### The metal 2 layer, run 1

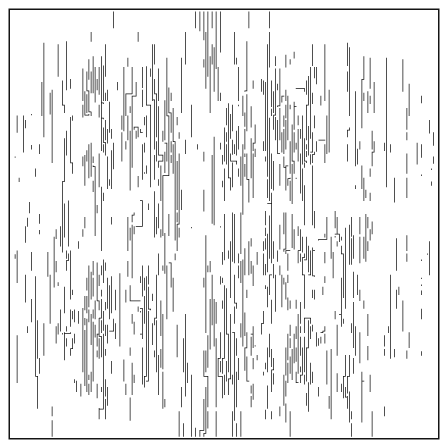
### Clock nets, run 1

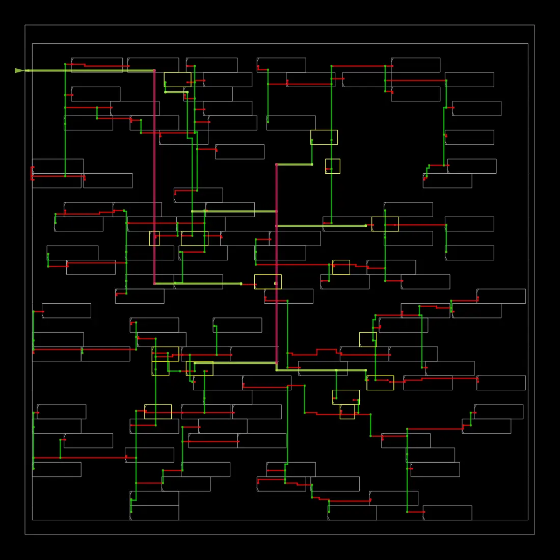
### Gate families picked out, run 1

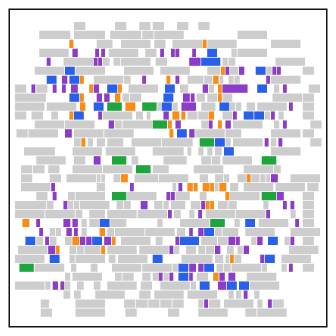
### Cells by drive strength, run 1

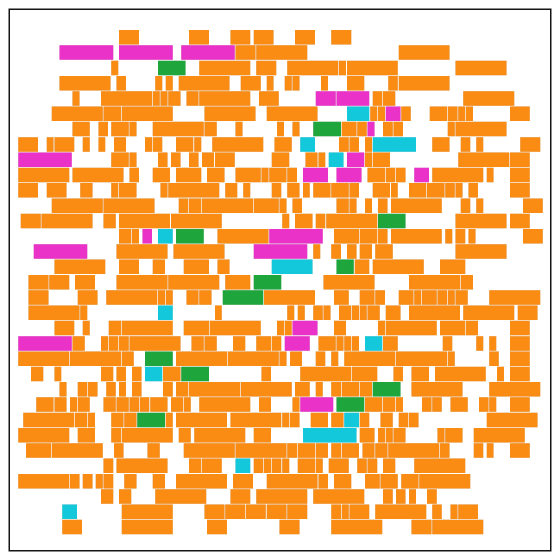
$ cat src/rtl/vga_timing_receiver.sv
// vga_timing_receiver: locks to an incoming HS/VS/BLANK_n stream, measures its timing
// and recovers active-pixel coordinates.
module vga_timing_receiver #(
  parameter int H_TOTAL     = 800,
  parameter int V_TOTAL     = 525,
  parameter int H_ACTIVE    = 640,
  parameter int V_ACTIVE    = 480,
  parameter int LOCK_FRAMES = 2
) (
  input  logic        vga_clk,
  input  logic        reset_n,
  input  logic        HS,
  input  logic        VS,
  input  logic        BLANK_n,
  output logic [10:0] CoorX,
  output logic [9:0]  CoorY,
  output logic        pix_valid,
  output logic        locked,
  output logic        frame_start,
  output logic        lock_err,
  output logic [10:0] h_total_meas,
  output logic [9:0]  v_total_meas
);
  localparam logic [10:0] HT = 11'(H_TOTAL);
  localparam logic [10:0] HA = 11'(H_ACTIVE);
  localparam logic [9:0]  VT = 10'(V_TOTAL);
  localparam logic [9:0]  VA = 10'(V_ACTIVE);
  localparam logic [2:0]  LF = 3'(LOCK_FRAMES);

  typedef enum logic [1:0] {SEARCH, MEASURE, LOCKED} state_t;
  state_t state;

  logic hs_r, vs_r, bl_r, hs_d, vs_d, bl_d, seen_hs, frame_ok;
  logic [10:0] h_cnt, x_cnt, x_cur;
  logic [9:0] line_cnt, y_cnt, y_cur;
  logic [2:0] good_cnt;
  logic ls, fs, bl_fall, sat, line_bad, width_bad, good, err, pv;

  assign ls        = hs_d & ~hs_r;
  assign fs        = vs_d & ~vs_r;
  assign bl_fall   = bl_d & ~bl_r;
  assign sat       = (h_cnt == '1) & ~ls;
  // the very first HS fall after reset ends a line of unknown length
  assign line_bad  = ls & seen_hs & (h_cnt + 11'd1 != HT);
  assign width_bad = ls & (x_cnt != '0) & (x_cnt != HA);
  assign good      = frame_ok & ~line_bad & ~width_bad & (line_cnt + 10'd1 == VT) & (y_cnt == VA);
  assign err       = (state == LOCKED) & (line_bad | width_bad | (fs & ~good) | sat);
  assign pv        = (state == LOCKED) & bl_r;
  assign x_cur     = ls ? '0 : x_cnt;
  assign y_cur     = fs ? '0 : y_cnt;

  always_ff @(posedge vga_clk or negedge reset_n)
    if (!reset_n) begin
      {hs_r, vs_r, bl_r, hs_d, vs_d, bl_d} <= '0;
      {seen_hs, frame_ok}                  <= '0;
      {h_cnt, x_cnt, line_cnt, y_cnt}      <= '0;
      good_cnt     <= '0;
      state        <= SEARCH;
      CoorX        <= HA;
      CoorY        <= VA;
      pix_valid    <= 1'b0;
      locked       <= 1'b0;
      frame_start  <= 1'b0;
      lock_err     <= 1'b0;
      h_total_meas <= '0;
      v_total_meas <= '0;
    end else begin
      {hs_r, vs_r, bl_r} <= {HS, VS, BLANK_n};
      {hs_d, vs_d, bl_d} <= {hs_r, vs_r, bl_r};
      h_cnt    <= ls ? '0 : (h_cnt == '1 ? h_cnt : h_cnt + 11'd1);
      x_cnt    <= x_cur + {10'd0, bl_r};
      y_cnt    <= y_cur + {9'd0, bl_fall};
      line_cnt <= fs ? '0 : line_cnt + {9'd0, ls};
      if (ls) seen_hs <= 1'b1;
      if (ls & seen_hs) h_total_meas <= h_cnt + 11'd1;
      if (fs) v_total_meas <= line_cnt + 10'd1;
      frame_ok    <= fs | (frame_ok & ~line_bad & ~width_bad);
      frame_start <= fs;
      lock_err    <= err;
      pix_valid   <= pv;
      CoorX       <= pv ? x_cur : HA;
      CoorY       <= pv ? y_cur : VA;
      locked      <= state == LOCKED;
      if (sat | err) begin
        state    <= SEARCH;
        good_cnt <= '0;
      end else if (fs && state == SEARCH) begin
        state    <= MEASURE;
        good_cnt <= '0;
      end else if (fs && state == MEASURE) begin
        good_cnt <= good ? good_cnt + 3'd1 : '0;
        if (good && good_cnt + 3'd1 == LF) state <= LOCKED;
      end
    end
endmodule
$ cat config.mk
export PLATFORM = sky130hd
export DESIGN_NAME = vga_timing_receiver
export DESIGN_NICKNAME = d
export VERILOG_FILES = /design/src/rtl/vga_timing_receiver.sv
export SDC_FILE = /design/constraint.sdc
export NUM_CORES = 1
export LEC_CHECK = 0
export CAP_MARGIN = 20
export CORE_UTILIZATION = 52
export CTS_BUF_LIST = sky130_fd_sc_hd__clkbuf_8
export CTS_CLUSTER_DIAMETER = 150
export CTS_CLUSTER_SIZE = 25
export DETAILED_ROUTE_END_ITERATION = 8
export PLACE_DENSITY = 0.75
export SKIP_LAST_GASP = 1
export SLEW_MARGIN = 15
export SYNTH_ARGS = -nofsm -noshare
export SYNTH_HDL_FRONTEND = slang
export SYNTH_SLANG_ARGS = --single-unit
$ cat constraint.sdc
create_clock -name vga_clk -period 2.8 [get_ports vga_clk]
set_clock_uncertainty 0.15 [all_clocks]
set_input_delay 0.42 -clock vga_clk [delete_from_list [all_inputs] [get_ports vga_clk]]
set_output_delay 0.42 -clock vga_clk [all_outputs]
set_load 0.02 [all_outputs]
==> impl_metrics.env, run 1 <==
# implementation run metrics
export IMPL_slew_viol_final=0
export IMPL_status="finished clean"
export IMPL_synth_warnings=0
export IMPL_rsz0062_at_grt="no"
export IMPL_fin_util=0.6410
export IMPL_crit_path_frequent_cell="and4_1"
export IMPL_synth_yosys_seq_area_share=0.5520
export IMPL_netlist_instances=440
export IMPL_remaining_drc_errors=0
export IMPL_buffer_ports_inserted=50
export IMPL_maxCapViolations=0
export IMPL_post_layout_period_usage_of_the_worst_path=0.9281
export IMPL_via_count_of_the_first_global_routing_pass=3192
export IMPL_final_hold_viol_count=0
export IMPL_logic_family="simple AND/OR/NAND/NOR gates"
export IMPL_ys_sh_aoi=0.1041
export IMPL_worstPathArrival_ns=2.70
export IMPL_synth_async_sr_flop_share=1.000
export IMPL_critPathCaptureType="flop"
export IMPL_fp_dieW_um=95.97
export IMPL_path_class="reg2reg"
export IMPL_nature_of_the_critical_path_startpoint="flop"
export IMPL_power_mw=2.918
export IMPL_area_delta_synth_final_pct=17.00
export IMPL_grt_remaining_overflow=0
export IMPL_yosys_cells=440
export IMPL_total_vias_in_the_final_route=3270
export IMPL_worst_slew_pin_slew_ns=0.7578
Notes on 'The metal 2 layer' above:
share of all routed wire: 45%
wire length on this layer: 3870 µm

Notes on 'Clock nets' above:
clk_buf instances: 10
total clock sinks: 101

Notes on 'Gate families picked out' above:
| color | family | cells | most used |
|---|---|---|---|
| blue | xor and xnor cells | 36 | xor2_1 |
| orange | nor cells | 40 | nor2_1 |
| green | fa/ha/maj cells | 11 | ha_1 |
| purple | nand cells | 100 | nand2_1 |

Notes on 'Cells by drive strength' above:
| color | size | cells | share | most used |
|---|---|---|---|---|
| cyan | _3 and _4 cells | 13 | 2.6% | buf_4 |
| orange | _0 and _1 cells | 447 | 91% | dfrtp_1 |
| magenta | _2 cells | 20 | 4.1% | dfstp_2 |
| green | _6 and larger | 12 | 2.4% | clkbuf_8 |

## run 1: stage by stage
| step | setup slack (ns) | std cells | instance area [µm²] |
|---|---|---|---|
| after floorplan | 0.3150 | 440 | 4592 |
| after global placement | 0.2591 | 580 | 5169 |
| after detailed placement | 0.1434 | 580 | 5169 |
| after CTS | 0.1146 | 597 | 5363 |
| after global routing | 0.02824 | 597 | 5373 |
| final | 0.2013 | 597 | 5373 |
## run 1: sequential cells by signal (all words and copies together), names as in the netlist, 2 cells and up
name and cells:
CoorX 11, CoorY 10, good_cnt 3, h_cnt 11, h_total_meas 11, line_cnt 10
state 2, v_total_meas 10, x_cnt 11, y_cnt 10
## run 1: final cells by class
type	instances	area, µm²	share of cell area
clock buffer	10	137.6	0.02562
clock inverter	6	46.29	0.008617
inverter	10	37.54	0.006986
multi-input combinational	309	1924	0.3582
sequential	101	2537	0.4723
tap	105	131.4	0.02445
timing repair buffer	56	558.0	0.1039
## run 1: metal layers
metal,track usage,vias up,part of all wire,wire [µm]
met3,0.05529,7,0.043,370
met4,0.06468,0,0.0090,77
li1,-,1603,-,-
met1,0.3053,1587,0.50,4263
met2,0.3202,73,0.45,3872
met5,0,-,0,0
## run 1: power groups by stage
stage	Combinational [mW]	Clock [mW]	Sequential (mW)
after CTS	0.404	0.885	1.66
final	0.398	0.858	1.66
after global placement	0.394	0	1.69
after global routing	0.451	0.948	1.68
after floorplan	0.200	0	1.71
after detailed placement	0.403	0	1.69
## run 1: cell families after synthesis
kind of cell | after synthesis
xor gates and xnor gates | 36
muxes | 2
AOI/OAI and AO/OA | 74
DFF | 101
and+or+nand+nor | 186
adders and majority gates | 11
buffers and inverters | 30
## run 1: worst paths after layout
path	from	cells past startpoint	end
max	h_cnt[0]$_DFFE_PN0P_	8	good_cnt[0]$_DFFE_PN0P_
min	vs_r$_DFF_PN0_	0	vs_d$_DFF_PN0_
max reg2reg	h_cnt[0]$_DFFE_PN0P_	8	good_cnt[0]$_DFFE_PN0P_
min reg2reg	vs_r$_DFF_PN0_	0	vs_d$_DFF_PN0_
max in group asynchronous	reset_n	3	good_cnt[0]$_DFFE_PN0P_
min in group asynchronous	reset_n	2	x_cnt[4]$_DFF_PN0_
## run 1: cells in the mapped netlist (3+ instances only)
cell	n
dfrtp_1	95
nand3_1	23
dfstp_2	6
and4_1	3
nand2b_1	6
and2_1	11
inv_1	8
nand4_1	7
a211oi_1	5
and3_1	20
o21ai_0	30
nand2_1	60
clkbuf_1	14
a21oi_1	21
ha_1	11
or3_1	8
nor3_1	7
nor2_1	26
xor2_1	18
nor2b_1	5
xnor2_1	17
## run 1: what timing repair did
action,4_1_cts,5_1_grt
hold endpoints to repair,46,0
hold buffers,1,0
endpoints found under the setup margin,0,2
resized,0,3
setup buffers,0,0
==> run 1 -> run 2 <==
--- a/config.mk
+++ b/config.mk
@@ -5,6 +5,7 @@
 export SDC_FILE = /design/constraint.sdc
 export NUM_CORES = 1
 export LEC_CHECK = 0
+export ABC_AREA = 1
 export CAP_MARGIN = 20
 export CORE_UTILIZATION = 52
 export CTS_BUF_LIST = sky130_fd_sc_hd__clkbuf_8
==> run 2 against run 1 <==
Fmax rose by 3.0%; worst setup slack better by 0.076 ns; non-clock buffer count increased by 2; global-route usage is 1.1 points higher; routed wire length up 9.3%; sequential share of layout area down 0.58 points; critical path depth grew 9; via count grew 11%.
==> impl_metrics.env, run 2 <==
# implementation run metrics
export IMPL_final_hold_viol_count=0
export IMPL_synth_warnings=0
export IMPL_post_cts_repair_setup_buffers=0
export IMPL_weighted_congestion_at_the_end_of_routability_driven_global_placement=0.9043
export IMPL_post_layout_period_usage_of_the_worst_path=0.9010
export IMPL_clock_sinks=101
export IMPL_worst_slew_pin_slew_ns=0.5424
export IMPL_layout_area_seq_mm2=0.002536
export IMPL_fp_dieW_um=95.72
export IMPL_critPathCaptureType="flop"
export IMPL_total_vias_in_the_final_route=3627
export IMPL_crit_path_frequent_cell="nand2_1"
export IMPL_yosys_cells=533
export IMPL_rsz0062_at_grt="no"
export IMPL_ys_sh_aoi=0.05699
export IMPL_logic_area_mm2=0.001708
export IMPL_via_count_of_the_first_global_routing_pass=3383
export IMPL_wire_per_inst_um=13.38
export IMPL_status="finished clean"
export IMPL_path_class="reg2reg"
export IMPL_netlist_instances=533
export IMPL_synth_async_sr_flop_share=1.000
export IMPL_yosys_top_cells_count="nand2_1 (117), dfrtp_1 (95), nor2_1 (74), inv_1 (71), nand3_1 (32)"
export IMPL_logic_family="simple AND/OR/NAND/NOR gates"
export IMPL_nature_of_the_critical_path_startpoint="flop"
export IMPL_remaining_drc_errors=0
export IMPL_grt_remaining_overflow=0
export IMPL_maxCapViolations=0
export IMPL_power_mw=3.320
export IMPL_worstPathArrival_ns=2.69
[run 2: path summary, 6_finish.rpt]
kind                                      start  slack, ns  cells after the start                          end
setup / recovery           h_cnt[1]$_DFFE_PN0P_       0.28                     17         state[0]$_DFFE_PN0P_
setup reg to reg           h_cnt[1]$_DFFE_PN0P_       0.28                     17         state[0]$_DFFE_PN0P_
min in group asynchronous               reset_n       0.37                      2  h_total_meas[8]$_DFFE_PN0P_
hold / removal                   hs_r$_DFF_PN0_       0.25                      0               hs_d$_DFF_PN0_
hold reg to reg                  hs_r$_DFF_PN0_       0.25                      0               hs_d$_DFF_PN0_
max in group asynchronous               reset_n       1.39                      3           CoorY[6]$_DFF_PN1_
[run 2: metrics by stage]
| step | hold WS [ns] | cells | area (µm²) | util | setup WS (ns) |
|---|---|---|---|---|---|
| 2_1_floorplan | -0.02559 | 533 | 4567 | - | 0.4353 |
| 3_3_place_gp | 0.2086 | 684 | 5215 | 0.6253 | 0.4061 |
| 3_5_place_dp | 0.2253 | 684 | 5215 | 0.6253 | 0.3101 |
| 4_1_cts | 0.2498 | 701 | 5435 | 0.6517 | 0.2392 |
| 5_1_grt | 0.2704 | 701 | 5436 | 0.6518 | 0.05549 |
| 6_report | 0.2489 | 701 | 5436 | 0.6518 | 0.2771 |
[run 2: power by group through the flow]
| stage | Sequential, mW | Clock [mW] | Combinational (mW) |
|---|---|---|---|
| after detailed placement | 1.75 | 0 | 0.619 |
| after floorplan | 1.81 | 0 | 0.284 |
| final | 1.72 | 0.979 | 0.618 |
| after CTS | 1.72 | 1.00 | 0.625 |
| after global routing | 1.74 | 1.06 | 0.697 |
| after global placement | 1.75 | 0 | 0.609 |
[run 2: per-layer routing]
layer / up-vias / share of wire / GRT usage
met3: 14 / 0.041 / 0.04739
met5: - / 0 / 0
met1: 1718 / 0.46 / 0.3028
met4: 0 / 0.015 / 0.07463
met2: 86 / 0.48 / 0.3649
li1: 1809 / - / -
[run 2: kinds of logic (layout without fill, tap and decap cells)]
logic type	count (synthesis)	count (layout)
flops	101	101
xor+xnor	15	15
buf+inv	85	148
fa+ha+maj	11	11
compound gates	49	49
simple gates	272	272
[run 2: cell type report]
type	count	share of cell area
Clock buffer	9	0.02278
Clock inverter	7	0.01588
Inverter	74	0.05109
Multi-Input combinational cell	347	0.3142
Sequential cell	101	0.4665
Tap cell	105	0.02417
Timing Repair Buffer	58	0.1054
[run 2: timing repair]
item	4_1_cts	5_1_grt
hold endpoints to repair	29	0
endpoints found under the setup margin	0	1
resized	0	1
hold buffers	1	0
[run 2: worst reg2reg max path, delay by kind of cell (launching register included)]
family	cells	cell delay, ns
AND/OR/NAND/NOR	16	1.59
flip-flops	1	0.45
adder cells (fa/ha/maj)	1	0.27
### Cell classes on the final placement, run 2

Bar = 20 µm. Fill, decap, tap and diode cells in gray.
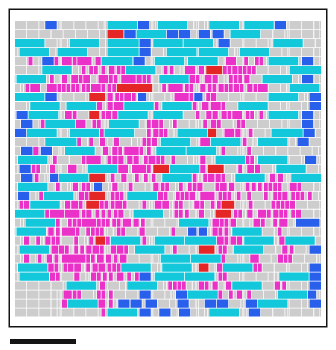
| color | class | cells |
|---|---|---|
| red | clock drivers and dummy loads | 16 |
| magenta | combinational and other logic | 421 |
| cyan | sequential cells | 101 |
| blue | remaining buffers and delay cells | 58 |

### Gate families picked out, run 2

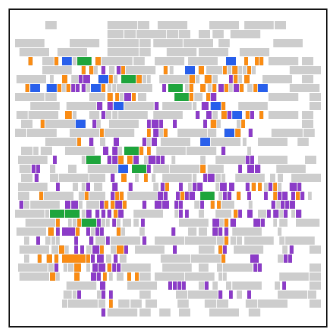
post-layout instance count excluding filler cells: 701
most common library cell in the layout ignoring fill and taps: nand2_1
multi-input gate share of total cell area: 0.3142

### The metal 2 layer, run 2

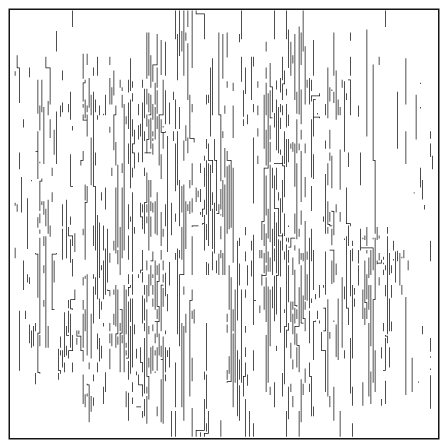
nets with wire on the layer: 508
longest straight run: 32.6 µm
main direction: vertical
wire length on this layer: 4520 µm
share of all routed wire: 48%

Power is estimated from default activity; no workload was simulated.
